===== config.mk =====
export PLATFORM = sky130hd
export DESIGN_NAME = calc_input_sequencer
export DESIGN_NICKNAME = d
export VERILOG_FILES = /design/src/rtl/calc_input_sequencer.sv
export SDC_FILE = /design/constraint.sdc
export NUM_CORES = 1
export LEC_CHECK = 0
export CORE_MARGIN = 2
export CORE_UTILIZATION = 42
export CTS_CLUSTER_SIZE = 25
export DETAILED_ROUTE_END_ITERATION = 12
export PLACE_DENSITY = 0.88
export SYNTH_ARGS = -nofsm -noshare
export SYNTH_HDL_FRONTEND = slang
export SYNTH_SLANG_ARGS = --single-unit

===== constraint.sdc =====
create_clock -name clk -period 1.6 [get_ports clk]
set_input_delay 0.4 -clock clk [delete_from_list [all_inputs] [get_ports clk]]
set_output_delay 0.4 -clock clk [all_outputs]
set_load 0.01 [all_outputs]

===== src/rtl/calc_input_sequencer.sv =====
// Keypad operand/operator sequencer feeding the 4-bit adder/subtractor.
// Optional running-total chaining from DONE: define CALC_CHAIN_EN.
module calc_input_sequencer #(
   parameter int DATA_W = 4
) (
   input  logic              clk,
   input  logic              rst_n,
   input  logic [DATA_W-1:0] din,
   input  logic              din_valid,
   input  logic              op_add,
   input  logic              op_sub,
   input  logic              equals,
   input  logic              clear,
   output logic [DATA_W-1:0] a,
   output logic [DATA_W-1:0] b,
   output logic              mode,
   input  logic [DATA_W-1:0] sum,
   input  logic              cout,
   input  logic              overflow,
   output logic [DATA_W-1:0] result,
   output logic              result_cout,
   output logic              result_ovf,
   output logic              result_valid,
   output logic              seq_err
);

   typedef enum logic [2:0] {
      S_A, S_OP, S_B, S_EQ, S_EXEC, S_DONE
   } state_t;

   state_t            state, state_d;
   logic [DATA_W-1:0] a_d, b_d, res_d;
   logic              mode_d, rc_d, ro_d, err_d;

   // One winning strobe per edge: clear > din > sub > add > equals
   logic w_dv, w_op, w_eq;
   assign w_dv = !clear && din_valid;
   assign w_op = !clear && !din_valid && (op_sub || op_add);
   assign w_eq = !clear && !din_valid && !op_sub && !op_add
                 && equals;

   always_ff @(posedge clk) begin
      if (!rst_n) begin
         state       <= S_A;
         a           <= '0;
         b           <= '0;
         mode        <= 1'b0;
         result      <= '0;
         result_cout <= 1'b0;
         result_ovf  <= 1'b0;
         seq_err     <= 1'b0;
      end else begin
         state       <= state_d;
         a           <= a_d;
         b           <= b_d;
         mode        <= mode_d;
         result      <= res_d;
         result_cout <= rc_d;
         result_ovf  <= ro_d;
         seq_err     <= err_d;
      end
   end

   always_comb begin
      state_d = state;
      a_d     = a;
      b_d     = b;
      mode_d  = mode;
      res_d   = result;
      rc_d    = result_cout;
      ro_d    = result_ovf;
      err_d   = 1'b0;
      if (clear) begin
         state_d = S_A;
         a_d     = '0;
         b_d     = '0;
         mode_d  = 1'b0;
      end else begin
         case (state)
            S_A: begin
               if (w_dv) begin
                  a_d     = din;
                  state_d = S_OP;
               end else if (w_op || w_eq) begin
                  err_d = 1'b1;
               end
            end
            S_OP: begin
               if (w_dv) begin
                  a_d = din;
               end else if (w_op) begin
                  mode_d  = op_sub;
                  state_d = S_B;
               end else if (w_eq) begin
                  err_d = 1'b1;
               end
            end
            S_B: begin
               if (w_dv) begin
                  b_d     = din;
                  state_d = S_EQ;
               end else if (w_op || w_eq) begin
                  err_d = 1'b1;
               end
            end
            S_EQ: begin
               if (w_dv) begin
                  b_d = din;
               end else if (w_eq) begin
                  state_d = S_EXEC;
               end else if (w_op) begin
                  err_d = 1'b1;
               end
            end
            S_EXEC: begin
               res_d   = sum;
               rc_d    = cout;
               ro_d    = overflow;
               state_d = S_DONE;
            end
            S_DONE: begin
               if (w_dv) begin
                  a_d     = din;
                  state_d = S_OP;
               end else if (w_op) begin
`ifdef CALC_CHAIN_EN
                  a_d     = result;
                  mode_d  = op_sub;
                  state_d = S_B;
`else
                  err_d = 1'b1;
`endif
               end else if (w_eq) begin
                  err_d = 1'b1;
               end
            end
            default: state_d = S_A;
         endcase
      end
   end

   assign result_valid = (state == S_DONE);

endmodule

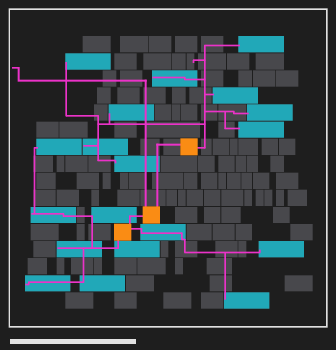
Figure 1: clock network drawn from the DEF.
Scale bar: 20 um.
legend:
  magenta:
    item: clock wires
    length: 255 um
  orange:
    item: clock drivers
    count: 3
  cyan:
    item: flip-flops
    count: 19
routed clock nets: 4

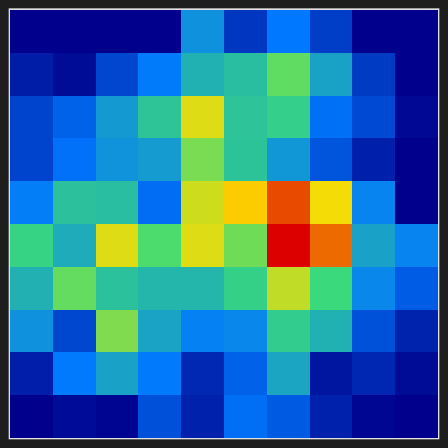
Figure 2: wire density map.
10 x 10 tiles, from dark blue (low) to red (high), scaled to the fullest tile. Values are wire area over tile area, all layers added.
fullest tile: 0.43
mean over tiles: 0.13
emptiest ninth of the die: upper left

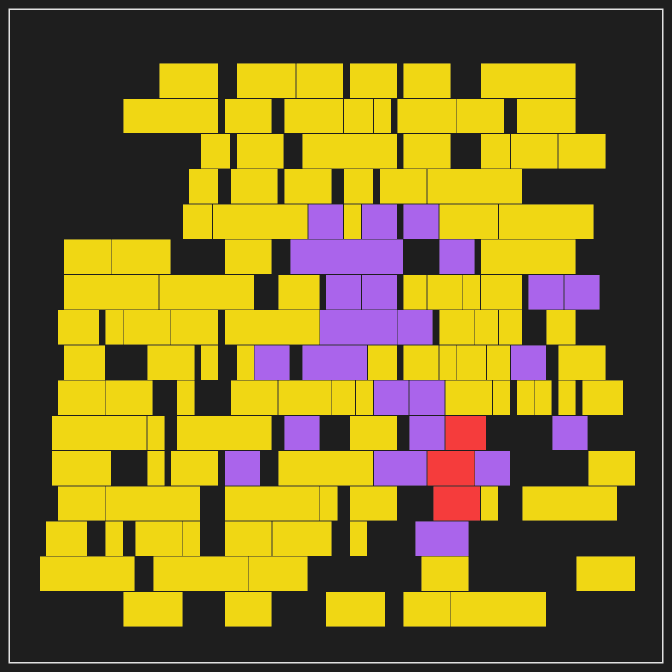
Figure 3: drive-strength map.
legend:
  purple:
    size: _3 and _4 cells
    cells: 23
    share: 17%
  yellow:
    size: _0 and _1 cells
    cells: 108
    share: 81%
  red:
    size: _2 cells
    cells: 3
    share: 2.2%

==> notes.md <==
Flow results.

- The clock root buffer is clkbuf_4.
- The worst-case IR drop observed on VDD is 653 uV.
- The net count after synthesis is 104.
- The net switching power figure is between 0.00015 and 0.0002 W.
- The internal power contribution is ~0.00065 W.
- The area share of fa/ha/maj cells after synthesis is 0%.
- The met1 track demand over resource is 18.1%.
- The measured slew at the worst slew-check pin is around 220 ps.
- The top metal layer carrying routed signals is met4.
- Dividing the detail-routed wire length by the instance count gives 12.4 um.
- The number of flops mapped to enable cells by yosys is 0.
- The proportion of final cell area spent on non-clock buffers is 34.0%.
- The area of the multi-input gates is 459 um2.
- The reported sequential group power is 0.000479 W.
- The die is 50.3 um wide.
- Using the TritonRoute via totals, the vias-per-cell ratio works out to 4.92.
- The final total negative setup slack is 0 ps.
- Net switching is 23.6% of the power.
- The number of nets with antenna violations after detailed routing is 0.
- For reference, the post-synthesis area per instance comes to around 10 um2.
- The number of sinks driven by the clock tree is 19.
- The synthesis report names the predominant flop master as dfxtp_1.
- The worst hold slack after final layout is 496 ps.
- The detailed router reports a met2 wire length of 981 um.
- In this run, post-CTS repair resized a total of 5 instances.
- The clock group share of total power is 29.1%.
- Per the CTS log, the maximum H-tree level is 1.
- The hold violation total from the final report is 0.
- According to the timing report, the data required time at the worst endpoint equals 1200 ps.
- In this run the number of cells on the critical path is 1.
- In the final layout, clock buffers and inverters account for 1.90% of the cell area.
- The remaining routing DRC violations is 0.
- The largest registers in the layout are a: 4 flops, b: 4 flops, result: 4 flops.
- The top achievable clock speed is 0.651 GHz.
- The die covers 0.00253 mm2.
- The top power group is sequential cells.
- Along the worst path, the maximum fanout reaches 1.
- The largest buffer count on any clock path is 2.
- The number of rows created at floorplan is 16.
- The critical path launch point type is a register.
- The sequential fraction of design power is 56.6%.
- Cells with a size suffix above 1 make up 19.4% of the layout.
- Registers take 380 um2.
- The count of buffers not belonging to the clock network in the layout is 48.
- The number of antenna violations at the first check in global routing is 0.
- The overall power is 0.000847 W.
- The cell class with the largest area share is non-clock buffers.
- The utilization of the core after routing is 68.9%.
- Hold repair after CTS inserted 0 buffers.
- Yosys shows that the main logic family after synthesis is simple AND/OR/NAND/NOR gates.
- Per the synthesis report, the number of distinct cell types is 27.
- The tally of clock buffers in the finished layout is 4.
- The max-slew check reports its worst relative slack as 85.6%.
- OpenSTA lists the critical path startpoint as seq_err$_SDFF_PP0_.
- In the final layout, flip-flops and latches take up 27.6% of the cell area.
- By instance count after routing, the leading logic cell type is dfxtp_1.
- The max-slew violation count is 0.
- The Yosys step of the flow raised 0 warnings.
- The number of tap instances is 27.
- The flow ran to the end, and the final reports show no timing, DRC or antenna violations.
- The number of clock buffers added by TritonCTS is 3.
- The signal on the critical path passes through clkdlybuf4s50_1.
- The first global-routing pass estimated 3300 um of wire.
- According to the floorplan report, the die height is ~50 um.
- Setup repair after global routing left no endpoint under its margin.
- Sorting the synthesized cells by how often they occur yields dfxtp_1 (19), mux2i_1 (16), nor2_1 (13).
- The post-route report lists met1 wire length as between 800 and 900 um.
- The met2 usage is 31.1%.
- The yosys-reported design area after synthesis is 902 um2.
- The area growth from synthesis to final layout is 53.0%.
- The final layout report lists a filler cell count of 154.
- The final antenna diode tally reported by the flow is 0.
- Per the synthesis report, the AND-OR/OR-AND share of the synthesized area is 8.32%.
- The kind of critical path is reg2out.
- Counting the inverters off the clock network in the layout gives 3.
- The total global-route track usage is between 10% and 20%.
- Summed over all layers, the global routing overflow is 0.
- The worst min-delay path category is reg2reg.
- In this run the most used layer during global routing was met2.
- The share of the Yosys chip area taken by registers is 42.2%.
- The standard cell area after detailed placement is 0.00133 mm2.
- The path with the worst hold slack has its endpoint at b[1]$_SDFFE_PP0P_.
- The share of the clock period used by the worst path is between 90% and 100%.
- Along the critical path, the tally of buffer and inverter instances is 1.
- The arrival time at the worst endpoint is ~1100 ps.
- The number of OpenROAD warnings is 26.
- The report lists the power per cell area as 614 mW/mm2.
- Per the cell usage report, the commonest logic cells after layout are dfxtp_1 (19), mux2i_1 (16), clkdlybuf4s50_1 (15), buf_4 (15).
- After Yosys synthesis, and, or, nand and nor cells account for between 20% and 30% of the synthesized area.
- The post-CTS clock slew at the launch and capture registers of the worst setup and hold paths is 110 ps.
- The final tally of setup violations is 0.
- In this design, the largest share of critical-path delay is due to buffers and inverters.
- The biggest area consumer among synthesized cells is dfxtp_1.
- The max capacitance violation total is 0.
- The cell count of the worst reg-to-reg path is 5.
- The count of mapped cells out of synthesis is between 80 and 90.
- The sort of element at the end of the critical path is an output port.
Power figures rest on the tool's default switching activity, not on a simulated workload.
